Figure 1. M1 wires (run 1).
The bar under the picture is 50 um long.
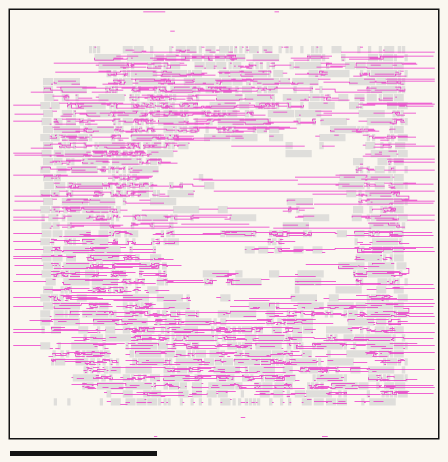
Figure 2. Signal wires on met2 (run 1).
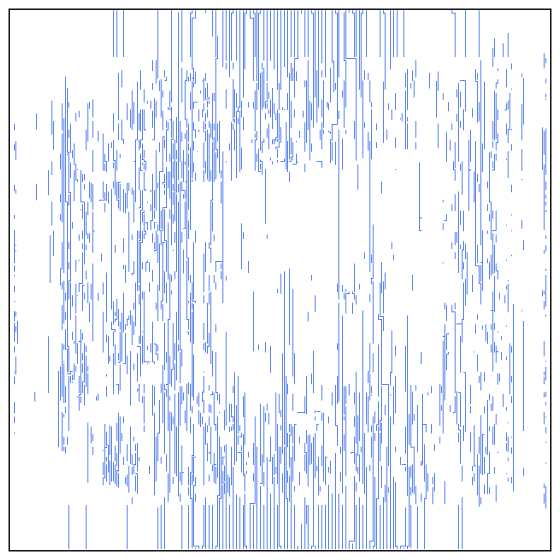
Figure 3. The metal 3 layer (run 1).
The bar under the picture is 50 um long.
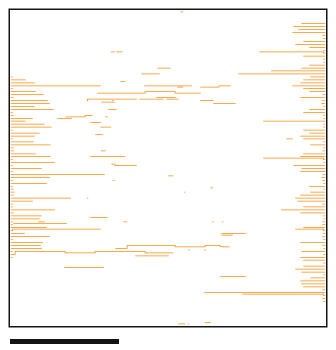
[src/rtl/panda_fetch_ctrl.sv]
// Panda instruction-fetch sequencer: single-outstanding req/gnt/rvalid port, redirects, one-entry decode buffer.
// Define PANDA_FETCH_PERF_EN to build the fetch/flush performance counters.
module panda_fetch_ctrl #(
  parameter int unsigned      Width    = 32,
  parameter logic [Width-1:0] BootAddr = '0
) (
  input  logic             clk_i,
  input  logic             rst_i,
  input  logic             branch_i,
  input  logic [Width-1:0] branch_target_i,
  input  logic             jump_i,
  input  logic [Width-1:0] jump_target_i,
  output logic             instr_req_o,
  output logic [Width-1:0] instr_addr_o,
  input  logic             instr_gnt_i,
  input  logic             instr_rvalid_i,
  input  logic [Width-1:0] instr_rdata_i,
  output logic             instr_valid_o,
  input  logic             instr_ready_i,
  output logic [Width-1:0] instr_o,
  output logic [Width-1:0] instr_pc_o,
  output logic [Width-1:0] pc_inc_o,
  output logic [31:0]      fetch_cnt_o,
  output logic [31:0]      flush_cnt_o
);

  typedef enum logic [1:0] {IDLE, REQ, WAIT, DISCARD} state_e;

  state_e           state_q, state_d;
  logic [Width-1:0] fetch_pc_q, fetch_pc_d;
  logic [Width-1:0] instr_q, instr_d;
  logic [Width-1:0] instr_pc_q, instr_pc_d;
  logic [Width-1:0] pc_inc_q, pc_inc_d;
  logic             buf_valid_q, buf_valid_d;

  logic             redirect;
  logic [Width-1:0] redirect_sel;
  logic [Width-1:0] target;
  logic             req_fire;
  logic             load;

  assign redirect     = jump_i | branch_i;
  assign redirect_sel = jump_i ? jump_target_i : branch_target_i;
  assign target       = redirect_sel & ~(Width'(3));
  assign req_fire     = instr_req_o & instr_gnt_i;
  assign load         = (state_q == WAIT) & instr_rvalid_i & ~redirect;

  always_ff @(posedge clk_i or posedge rst_i) begin
    if (rst_i) state_q <= IDLE;
    else       state_q <= state_d;
  end

  // A redirect never cancels an accepted request; its response must still be drained in DISCARD.
  always_comb begin
    state_d = state_q;
    unique case (state_q)
      IDLE:    state_d = REQ;
      REQ:     if (req_fire) state_d = redirect ? DISCARD : WAIT;
      WAIT:    if (instr_rvalid_i) state_d = REQ;
               else if (redirect)  state_d = DISCARD;
      DISCARD: if (instr_rvalid_i) state_d = REQ;
      default: state_d = IDLE;
    endcase
  end

  always_comb begin
    instr_req_o  = (state_q == REQ) & (~buf_valid_q | instr_ready_i);
    instr_addr_o = fetch_pc_q;
  end

  always_comb begin
    fetch_pc_d  = fetch_pc_q;
    instr_d     = instr_q;
    instr_pc_d  = instr_pc_q;
    pc_inc_d    = pc_inc_q;
    buf_valid_d = buf_valid_q;
    if (redirect)  fetch_pc_d = target;
    else if (load) fetch_pc_d = fetch_pc_q + Width'(4);
    if (load) begin
      instr_d    = instr_rdata_i;
      instr_pc_d = fetch_pc_q;
      pc_inc_d   = fetch_pc_q + Width'(4);
    end
    if (redirect)           buf_valid_d = 1'b0;
    else if (load)          buf_valid_d = 1'b1;
    else if (instr_ready_i) buf_valid_d = 1'b0;
  end

  always_ff @(posedge clk_i or posedge rst_i) begin
    if (rst_i) begin
      fetch_pc_q  <= BootAddr;
      instr_q     <= '0;
      instr_pc_q  <= '0;
      pc_inc_q    <= '0;
      buf_valid_q <= 1'b0;
    end else begin
      fetch_pc_q  <= fetch_pc_d;
      instr_q     <= instr_d;
      instr_pc_q  <= instr_pc_d;
      pc_inc_q    <= pc_inc_d;
      buf_valid_q <= buf_valid_d;
    end
  end

  assign instr_valid_o = buf_valid_q;
  assign instr_o       = instr_q;
  assign instr_pc_o    = instr_pc_q;
  assign pc_inc_o      = pc_inc_q;

`ifdef PANDA_FETCH_PERF_EN
  logic [31:0] fetch_cnt_q;
  logic [31:0] flush_cnt_q;
  logic        drop;

  assign drop = instr_rvalid_i & ((state_q == DISCARD) | ((state_q == WAIT) & redirect));

  always_ff @(posedge clk_i or posedge rst_i) begin
    if (rst_i) begin
      fetch_cnt_q <= '0;
      flush_cnt_q <= '0;
    end else begin
      if (load) fetch_cnt_q <= fetch_cnt_q + 32'd1;
      if (drop) flush_cnt_q <= flush_cnt_q + 32'd1;
    end
  end

  assign fetch_cnt_o = fetch_cnt_q;
  assign flush_cnt_o = flush_cnt_q;
`else
  assign fetch_cnt_o = '0;
  assign flush_cnt_o = '0;
`endif

endmodule

[config.mk]
export PLATFORM = sky130hd
export DESIGN_NAME = panda_fetch_ctrl
export DESIGN_NICKNAME = d
export VERILOG_FILES = /design/src/rtl/panda_fetch_ctrl.sv
export SDC_FILE = /design/constraint.sdc
export NUM_CORES = 1
export LEC_CHECK = 0
export ABC_AREA = 1
export CORE_MARGIN = 10
export CORE_UTILIZATION = 40
export DETAILED_ROUTE_END_ITERATION = 10
export PLACE_DENSITY = 0.84
export RECOVER_POWER = 100
export SYNTH_ARGS = -nofsm -noshare
export SYNTH_HDL_FRONTEND = slang
export SYNTH_SLANG_ARGS = --single-unit
[constraint.sdc]
create_clock -name clk_i -period 7.3 [get_ports clk_i]
set_clock_uncertainty 0.15 [all_clocks]
set_input_delay 1.095 -clock clk_i [delete_from_list [all_inputs] [get_ports clk_i]]
set_output_delay 1.095 -clock clk_i [all_outputs]
set_load 0.01 [all_outputs]
==> impl_metrics.yaml, run 1 <==
# generated from flow reports
synthesis:
  top_area_share_pct: 49.8
  ys_sh_adder_pct: 0.796
  mux_share_pct: 0
  async_reset_ff_share_pct: 100
  syn_avg_cell_area_um2: 8.11
  synth.area.top_cells: "dfrtp_1, nand2_1, buf_4, nand3_1, o21ai_0"
  ff_type: "dfrtp_1"
  synth.logic.top_family: "simple AND/OR/NAND/NOR gates"
  xor_share_pct: 0.139
  synthCells: 775
  top_cell: "nand2_1"
  synth-edff-count: 0
  synth_area_um2: 6280
  synthTopCellsByCount: "nand2_1, dfrtp_1, buf_4"
  ys_cells: 775
  synth_flop_count: 125
  yosysSeqAreaShare_pct: 49.8
  ys_sh_simple_pct: 26.9
  ys_types: 27
  yosysWarnings: 0
  largest_area_cell: "dfrtp_1"
  yosys-stat-area_um2: 6280
sta:
  hold_violations: 0
  setup_slack_ns: 2.24
  setup_tns_ns: 0
  finalClockPeriodUsage_pct: 69.3
  fmax_mhz: 198
  rsz0062_at_grt: "no"
  finalSetupViolCount: 0
  final-max-slew-violation-count: 160
  min_period_ns: 5.06
  slew_headroom_pct: -84.6
  tightest_slew_ns: 2.75
pwr:
  power_mw: 2.74
  p_clk_share_pct: 26.7
  powerSeq_mw: 1.07
  p_leak_nw: 4.55
  power_frac_seq_pct: 38.9
  power.switching_uw: 904
  p_per_area_nw_per_um2: 308
  switching_share_pct: 33.0
  vdd_drop_max_uv: 174
  comb_power_share_pct: 34.4
  power_clock_uw: 732
grt:
  grt.total_usage_pct: 19.1
  first_global_vias: 5828
  grt_overflow_total: 0
  grt_max_degree: 73
  grt_use_met1_pct: 23.2
  grt_pass1_wl_mm: 32.5
  grt-busiest-layer: "met2"
  antenna_found_initial: 1
final_layout:
  synthToLayoutAreaGrowth_pct: 41.8
  nonClkBufAreaFrac_pct: 25.2
  clk_share_pct: 5.66
  design.seq.count: 125
  comb_share_pct: 29.1
  buffers: 226
  layout_top_cell: "nand2_1"
  antenna_cells: 1
  logic_gates: 575
  final_cell_mix: "nand2_1, dlygate4sd3_1, dfrtp_1"
  instances_no_fill: 1213
  final_util_pct: 58.2
  drive_gt1_share_pct: 4.90
  seq_area_um2: 3130
  clockBufferCount: 20
  nNetsFinal: 1099
clock_network:
  cts_setup_buffers: 0
  cts_hold_buf: 0
  clk_latency_ns: 0.42
  cts_made_buffers: 17
  root_buffer: "clkbuf_16"
  cts_tree: "yes"
  cts.reportedPaths.clkPinSlew_ns: 0.05
  cts_sinks: 125
  post_cts_resized: 0
routing:
  drtPass1Iterations: 5
  drc: 0
  routed.top_layer: "met4"
  initialDrtViolationCount: 428
  wl_met1_mm: 8.58
  wl_met3_mm: 1.93
  antenna_left: 0
  route.met2.wl_mm: 9.59
  via_per_inst: 4.71
die:
  io_pins: 297
  std_cell_rows: 45
  coreArea_um2: 15300
  taps: 211
  die_h_um: 145
  fp-utilization_pct: 41.0
  die-area_um2: 21100
outcome:
  status: "finished with violations"
  violations: "max-capacitance violations, max-slew violations"
hold_path:
  min_path_type: "flip-flop to flip-flop"
critical_path:
  reg2reg_from: "state_q[0]"
  reg2reg_to: "instr_pc_o[17]"
  endpoint: "pc_inc_o[4]"
  critPathLaunchType: "input pin"
  worstPathRequired_ns: 7.51
  critPathKind: "input pin to flip-flop"
  cp_max_fo: 72
  critPathArrivalTime_ns: 5.26
  cp-startpoint: "jump_i"
  rr_worst_depth: 9
placement:
  placed_cell_area_um2: 8420
  numPortBuffers: 222
  gp_congestion: 0.822
  dpl_worst_slack_ns: 2.55
  dp.cells: 1184
flow_run:
  drv_cap: 3
About Figure 1:
nets with wire on the layer = 943
longest straight run = 75.0 um
share of all routed wire = 42%

About Figure 2:
main direction = vertical
longest straight run = 50.3 um
share of all routed wire = 47%
wire length on this layer = 9590 um
nets with wire on the layer = 895
GR Layer Usage met2: 30.1%
WL final: 20.5 mm
Vias: 5714

About Figure 3:
wire length on this layer = 1930 um
main direction = horizontal
GRT met3 Usage: 7.82%

[run 1: how the worst min path moves through the flow]
stage	slack (ns)	end	cells past startpoint	startpoint
6_report	0.31	instr_o[16]	2	instr_o[16]
2_1_floorplan	0.36	instr_o[0]	2	instr_o[0]
3_3_place_gp	0.30	instr_o[25]	2	instr_o[25]
4_1_cts	0.32	instr_o[6]	2	instr_o[6]
3_5_place_dp	0.31	instr_o[2]	2	instr_o[2]
5_1_grt	0.34	instr_o[25]	2	instr_o[25]
[run 1: critical path: stages]
cell and delay (ns):
dlygate4sd3_1 0.52, clkbuf_1 1.14, clkinv_1 0.27, nand2_1 0.29, nor2_4 0.04, buf_4 0.35
clkinv_2 0.74, buf_4 0.56, nand2_1 0.12, nand2_1 0.09
==> run 2, diff against run 1 <==
--- a/config.mk
+++ b/config.mk
@@ -7,9 +7,9 @@
 export LEC_CHECK = 0
 export ABC_AREA = 1
 export CORE_MARGIN = 10
-export CORE_UTILIZATION = 40
+export CORE_UTILIZATION = 38
 export DETAILED_ROUTE_END_ITERATION = 10
-export PLACE_DENSITY = 0.84
+export PLACE_DENSITY = 0.83
 export RECOVER_POWER = 100
 export SYNTH_ARGS = -nofsm -noshare
 export SYNTH_HDL_FRONTEND = slang
==> constraint.sdc (replaced) <==
create_clock -name clk_i -period 4.6 [get_ports clk_i]
set_clock_uncertainty 0.15 [all_clocks]
set_input_delay 0.69 -clock clk_i [delete_from_list [all_inputs] [get_ports clk_i]]
set_output_delay 0.69 -clock clk_i [all_outputs]
set_load 0.01 [all_outputs]
Figure 4. M1 wires (run 2).
The bar under the picture is 50 um long.
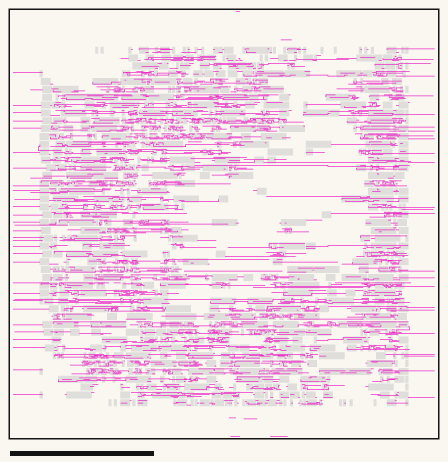
nets with wire on the layer = 937
main direction = horizontal
wire length on this layer = 8070 um
share of all routed wire = 39%
met1 track demand over resource: 21.1%
Vias: 5687

Figure 5. The metal 3 layer (run 2).
The bar under the picture is 50 um long.
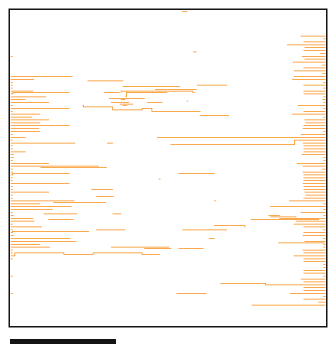
main direction = horizontal
wire length on this layer = 2340 um
longest straight run = 79.0 um

==> run 2 against run 1 <==
Clock-buffer cell count grew 1. Power increased by 64%. Sequential share of layout area shrank 0.35 points. Final cell count rose by 0.66%. The run still ends with max-capacitance violations, max-slew violations left. Flip-flop count is the same. Die size is 4.5% higher. Critical endpoint is now pc_inc_o[21]. Routed wire length up 0.11%. Clock power increased by 79%. Critical path type unchanged. Synthesized area unchanged. Highest routed layer unchanged. Combinational power up 59%.
==> impl_metrics.yaml, run 2 <==
# generated from flow reports
final_layout:
  buffers: 226
  logic_gates: 575
  nonClkBufAreaFrac_pct: 25.1
  final_cell_mix: "nand2_1, dlygate4sd3_1, dfrtp_1"
  comb_share_pct: 28.7
  instances_no_fill: 1221
  final_util_pct: 56.1
  antenna_cells: 0
  final_area_um2: 9000
  seq_area_um2: 3130
  fillers: 1470
  layout_top_cell: "nand2_1"
  clk_share_pct: 6.42
  drive_gt1_share_pct: 5.37
  nNetsFinal: 1099
  synthToLayoutAreaGrowth_pct: 43.3
clock_network:
  cts_tree: "yes"
  cts.reportedPaths.clkPinSlew_ns: 0.06
  post_cts_resized: 0
  cts_setup_buffers: 0
  htreeDepth: 4
  cts_sinks: 125
  root_buffer: "clkbuf_16"
  cts_hold_buf: 0
grt:
  grt_max_degree: 104
  grt_pass1_wl_mm: 31.4
  grt_overflow_total: 0
  grt_use_met2_pct: 29.8
  grt.total_usage_pct: 18.0
  first_global_vias: 5687
  grt-busiest-layer: "met2"
  antenna_found_initial: 0
  use_met3_pct: 7.46
critical_path:
  crit_cells: 9
  critPathLaunchType: "input pin"
  worstPathCellList: "clkdlybuf4s50_1 > clkbuf_1 > inv_2 > nand2_1 > nor2_1 > clkinv_2 > buf_12 > nand2_1 > nand2_1"
  endpoint: "pc_inc_o[21]"
  cpPeakStageDelay_ns: 1.13
  critPathKind: "input pin to flip-flop"
  worstPathRequired_ns: 4.80
  cp_slowest_cell: "clkbuf_1"
  path_buffers: 5
  rr_worst_depth: 8
  crit_top_cell: "nand2_1"
  worst_setup_path_end_kind: "flip-flop"
  r2r_slack_ns: 2.05
  crit_family: "buffers and inverters"
  reg2reg_from: "state_q[0]"
  cp-startpoint: "jump_i"
  cp_max_fo: 64
  critPathArrivalTime_ns: 3.74
  reg2reg_to: "instr_pc_o[23]"
synthesis:
  yosysSeqAreaShare_pct: 49.8
  mux_share_pct: 0
  synthCells: 775
  synth_area_um2: 6280
  aoi_share_pct: 9.24
  synthTopCellsByCount: "nand2_1, dfrtp_1, buf_4"
  top_cell: "nand2_1"
  largest_area_cell: "dfrtp_1"
  synth.logic.top_family: "simple AND/OR/NAND/NOR gates"
  synth.area.top_cells: "dfrtp_1, nand2_1, buf_4, nand3_1, o21ai_0"
  synth_flop_count: 125
  xor_share_pct: 0.139
  top_area_share_pct: 49.8
  ys_cells: 775
  ys_types: 27
  yosysWarnings: 0
  async_reset_ff_share_pct: 100
  synth-edff-count: 0
  ff_type: "dfrtp_1"
  syn_avg_cell_area_um2: 8.11
  ys_sh_simple_pct: 26.9
  ys_sh_adder_pct: 0.796
  yosys-stat-area_um2: 6280
die:
  coreArea_um2: 16100
  die_h_um: 149
  taps: 216
  io_pins: 297
  std_cell_rows: 46
  fp-utilization_pct: 39.1
  die-area_um2: 22100
pwr:
  comb_power_share_pct: 33.3
  power_frac_seq_pct: 37.7
  switching_share_pct: 32.4
  p_leak_nw: 4.60
  comb-power_mw: 1.50
  power_mw: 4.50
  intPower_mw: 3.04
  vdd_drop_max_uv: 253
  power.switching_mw: 1.46
  p_per_area_nw_per_um2: 500
  p_clk_share_pct: 29.0
  powerSeq_mw: 1.70
sta:
  tightest_slew_ns: 2.19
  fmax_mhz: 282
  hold_violations: 0
  finalSetupViolCount: 0
  min_period_ns: 3.54
  final-max-slew-violation-count: 136
  slew_headroom_pct: -45.7
  setup_tns_ns: 0
  finalClockPeriodUsage_pct: 77.1
  setup_slack_ns: 1.06
  rsz0062_at_grt: "no"
routing:
  drtPass1Iterations: 4
  antenna_left: 0
  wl_met3_mm: 2.34
  routed_wl_mm: 20.6
  initialDrtViolationCount: 333
  drc: 0
  wl_met1_mm: 8.07
  via_per_inst: 4.66
  routed.top_layer: "met4"
  route.met2.wl_mm: 9.97
flow_run:
  drv_cap: 2
placement:
  gp_congestion: 0.851
  dp.cells: 1189
  placed_cell_area_um2: 8440
  numPortBuffers: 222
  dpl_worst_slack_ns: 1.35
outcome:
  violations: "max-capacitance violations, max-slew violations"
  status: "finished with violations"
hold_path:
  min_path_type: "flip-flop to flip-flop"
Figure 6. Clock routing (run 2).
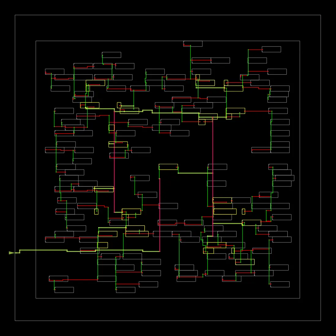
Late-Pin Clk Latency: 0.41 ns
Power Clock: 1.31 mW
clock buf count: 21
CTS Buf Count: 17
Seq cells: 125

[run 2: cells by family after synthesis]
logic type,count (synthesis)
AOI/OAI and AO/OA,94
xor gates and xnor gates,1
adders and majority gates,4
buffers and inverters,144
DFF,125
other,1
and+or+nand+nor,406
[run 2: how the worst min path moves through the flow]
stage | start | to | slack, ns | cells past startpoint
global route | instr_o[7] | instr_o[7] | 0.33 | 2
finish | instr_o[17] | instr_o[17] | 0.31 | 2
global placement | instr_o[26] | instr_o[26] | 0.30 | 2
CTS | instr_o[17] | instr_o[17] | 0.32 | 2
floorplan | instr_o[0] | instr_o[0] | 0.36 | 2
detailed placement | instr_pc_o[6] | instr_pc_o[6] | 0.31 | 2
==> run 3, diff against run 2 <==
--- a/config.mk
+++ b/config.mk
@@ -7,9 +7,9 @@
 export LEC_CHECK = 0
 export ABC_AREA = 1
 export CORE_MARGIN = 10
-export CORE_UTILIZATION = 38
+export CORE_UTILIZATION = 40
 export DETAILED_ROUTE_END_ITERATION = 10
-export PLACE_DENSITY = 0.83
+export PLACE_DENSITY = 0.84
 export RECOVER_POWER = 100
 export SYNTH_ARGS = -nofsm -noshare
 export SYNTH_HDL_FRONTEND = slang
==> constraint.sdc (replaced) <==
create_clock -name clk_i -period 3.5 [get_ports clk_i]
set_clock_uncertainty 0.15 [all_clocks]
set_input_delay 0.525 -clock clk_i [delete_from_list [all_inputs] [get_ports clk_i]]
set_output_delay 0.525 -clock clk_i [all_outputs]
set_load 0.01 [all_outputs]
Figure 7. The metal 3 layer (run 3).
The bar under the picture is 50 um long.
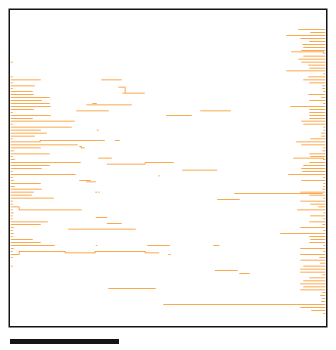
nets with wire on the layer = 176
main direction = horizontal
share of all routed wire = 8.6%

Figure 8. Signal wires on met2 (run 3).
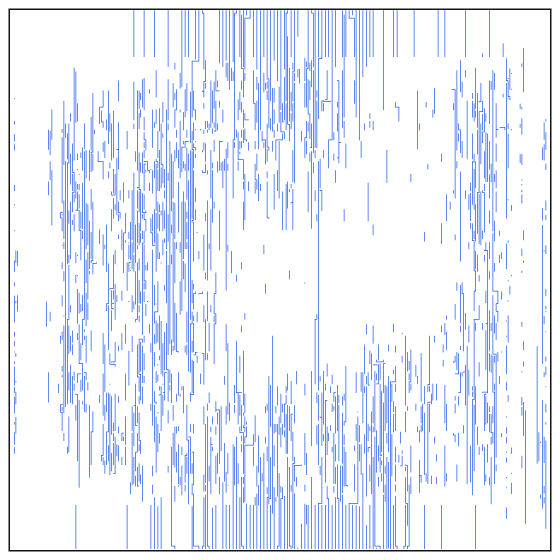
share of all routed wire = 48%
nets with wire on the layer = 912
longest straight run = 66.0 um
main direction = vertical
wire length on this layer = 9940 um
WL final: 20.5 mm
GR Layer Usage met2: 31.1%
Vias: 5744

==> run 3 against run 2 <==
Power increased by 35%. Synthesized area unchanged. Setup slack got worse by 0.30 ns. First-iteration DRC count decreased by 4.5%. Register-to-register slack got worse by 1.2 ns. Critical endpoint is now instr_addr_o[6]. Sequential share of layout area decreased by 0.23 points. Critical path depth unchanged. The run now ends clean. Global-route usage increased by 0.93 points.
==> impl_metrics.yaml, run 3 <==
# generated from flow reports
pwr:
  power.switching_mw: 1.96
  p_leak_nw: 4.63
  power_mw: 6.09
  vdd_drop_max_uv: 327
  switching_share_pct: 32.2
  powerSeq_mw: 2.24
  p_clk_share_pct: 30.8
  comb_power_share_pct: 32.5
  top_power_group: "sequential cells"
  intPower_mw: 4.13
  comb-power_mw: 1.98
  p_per_area_nw_per_um2: 672
  power_frac_seq_pct: 36.7
critical_path:
  endpoint: "instr_addr_o[6]"
  cp_max_fo: 57
  cpPeakStageDelay_ns: 0.63
  critPathLaunchType: "input pin"
  reg2reg_to: "instr_addr_o[6]"
  cp-startpoint: "jump_i"
  critPathKind: "input pin to flip-flop"
  cp_slowest_cell: "clkbuf_2"
  worst_setup_path_end_kind: "flip-flop"
  critPathArrivalTime_ns: 2.93
  worstPathCellList: "dlygate4sd3_1 > inv_1 > nand2_1 > nor2_1 > clkinvlp_2 > clkbuf_2 > a21oi_1 > o21ai_0 > nand3_1"
  rr_worst_depth: 9
  reg2reg_from: "state_q[0]"
  crit_cells: 9
  crit_family: "buffers and inverters"
  path_buffers: 4
  r2r_slack_ns: 0.89
  worstPathRequired_ns: 3.69
synthesis:
  ys_sh_adder_pct: 0.796
  ys_cells: 775
  synth.logic.top_family: "simple AND/OR/NAND/NOR gates"
  synth-edff-count: 0
  largest_area_cell: "dfrtp_1"
  ff_type: "dfrtp_1"
  ys_types: 27
  mux_share_pct: 0
  synth.area.top_cells: "dfrtp_1, nand2_1, buf_4, nand3_1, o21ai_0"
  yosysSeqAreaShare_pct: 49.8
  top_area_share_pct: 49.8
  yosysWarnings: 0
  synth_area_um2: 6280
  synth_flop_count: 125
  async_reset_ff_share_pct: 100
  top_cell: "nand2_1"
  yosys-stat-area_um2: 6280
  aoi_share_pct: 9.24
  synthTopCellsByCount: "nand2_1, dfrtp_1, buf_4"
  syn_avg_cell_area_um2: 8.11
  ys_sh_simple_pct: 26.9
  synthCells: 775
  xor_share_pct: 0.139
sta:
  finalSetupViolCount: 0
  setup_slack_ns: 0.752
  setup_tns_ns: 0
  fmax_mhz: 364
  tightest_slew_ns: 1.22
  min_period_ns: 2.75
  final-max-slew-violation-count: 0
  whs_ns: 0.311
  hold_violations: 0
  finalClockPeriodUsage_pct: 78.5
  rsz0062_at_grt: "no"
  slew_headroom_pct: 18.3
clock_network:
  clock_path_buffers: 2
  cts_made_buffers: 17
  cts_tree: "yes"
  cts_hold_buf: 0
  cts_setup_buffers: 0
  cts.reportedPaths.clkPinSlew_ns: 0.06
  post_cts_resized: 0
  root_buffer: "clkbuf_16"
  cts_sinks: 125
  clk_latency_ns: 0.41
  htreeDepth: 4
hold_path:
  hold_end: "instr_o[23]"
  hold_depth: 2
  min-delay-start: "instr_o[23]"
  min_path_type: "flip-flop to flip-flop"
die:
  coreArea_um2: 15300
  std_cell_rows: 45
  io_pins: 297
  die-area_um2: 21100
  die_h_um: 145
  die-width_um: 145
  fp-utilization_pct: 41.0
final_layout:
  fillers: 1341
  final_area_um2: 9060
  instances_no_fill: 1219
  nNetsFinal: 1102
  final_cell_mix: "nand2_1, dlygate4sd3_1, dfrtp_1"
  drive_gt1_share_pct: 5.85
  final_util_pct: 59.2
  antenna_cells: 0
  largest_register_ffs: 32
  synthToLayoutAreaGrowth_pct: 44.2
  layout_top_cell: "nand2_1"
routing:
  antenna_left: 0
  via_per_inst: 4.71
  wl_per_cell_um: 16.8
  initialDrtViolationCount: 318
  drtPass1Iterations: 4
  drc: 0
flow_run:
  drv_cap: 0
  tool_warnings: 32
grt:
  grt.total_usage_pct: 19.0
  antenna_found_initial: 0
  grt_overflow_total: 0
  first_global_vias: 5890
  grt_max_degree: 62
  grt_pass1_wl_mm: 32.7
placement:
  dp.cells: 1187
  placed_cell_area_um2: 8470
  gp_congestion: 0.801
  dpl_worst_slack_ns: 0.990
  hpwlAfterDp_mm: 16.0
  numPortBuffers: 222
outcome:
  status: "finished clean"
Figure 9. Clock routing (run 3).
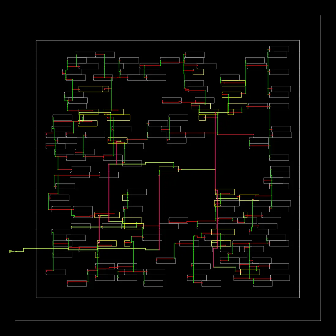
clock buf count: 18
Power Clock: 1.87 mW

-- run 3: layout make-up --
class / count / area, um2 / area share, %
sequential: 125 / 3130 / 34.5
multi-input combinational: 575 / 2580 / 28.5
timing repair buffer: 229 / 2280 / 25.1
clock buffer: 18 / 439 / 4.85
tap: 211 / 264 / 2.91
clock inverter: 14 / 191 / 2.11
inverter: 47 / 179 / 1.97
-- run 3: layer usage --
layer	wire, um	GRT usage [%]	vias to the layer above
met4	231	5.06	0
met1	8560	22.8	2717
li1	-	-	2795
met3	1770	7.20	18
met2	9940	31.1	214
met5	0	0	-
-- run 3: logic make-up after synthesis --
kind of cell	count (synthesis)
compound gates	94
xor+xnor	1
fa+ha+maj	4
buf+inv	144
flops	125
other cells	1
simple gates	406
Power figures rest on the tool's default switching activity, not on a simulated workload.
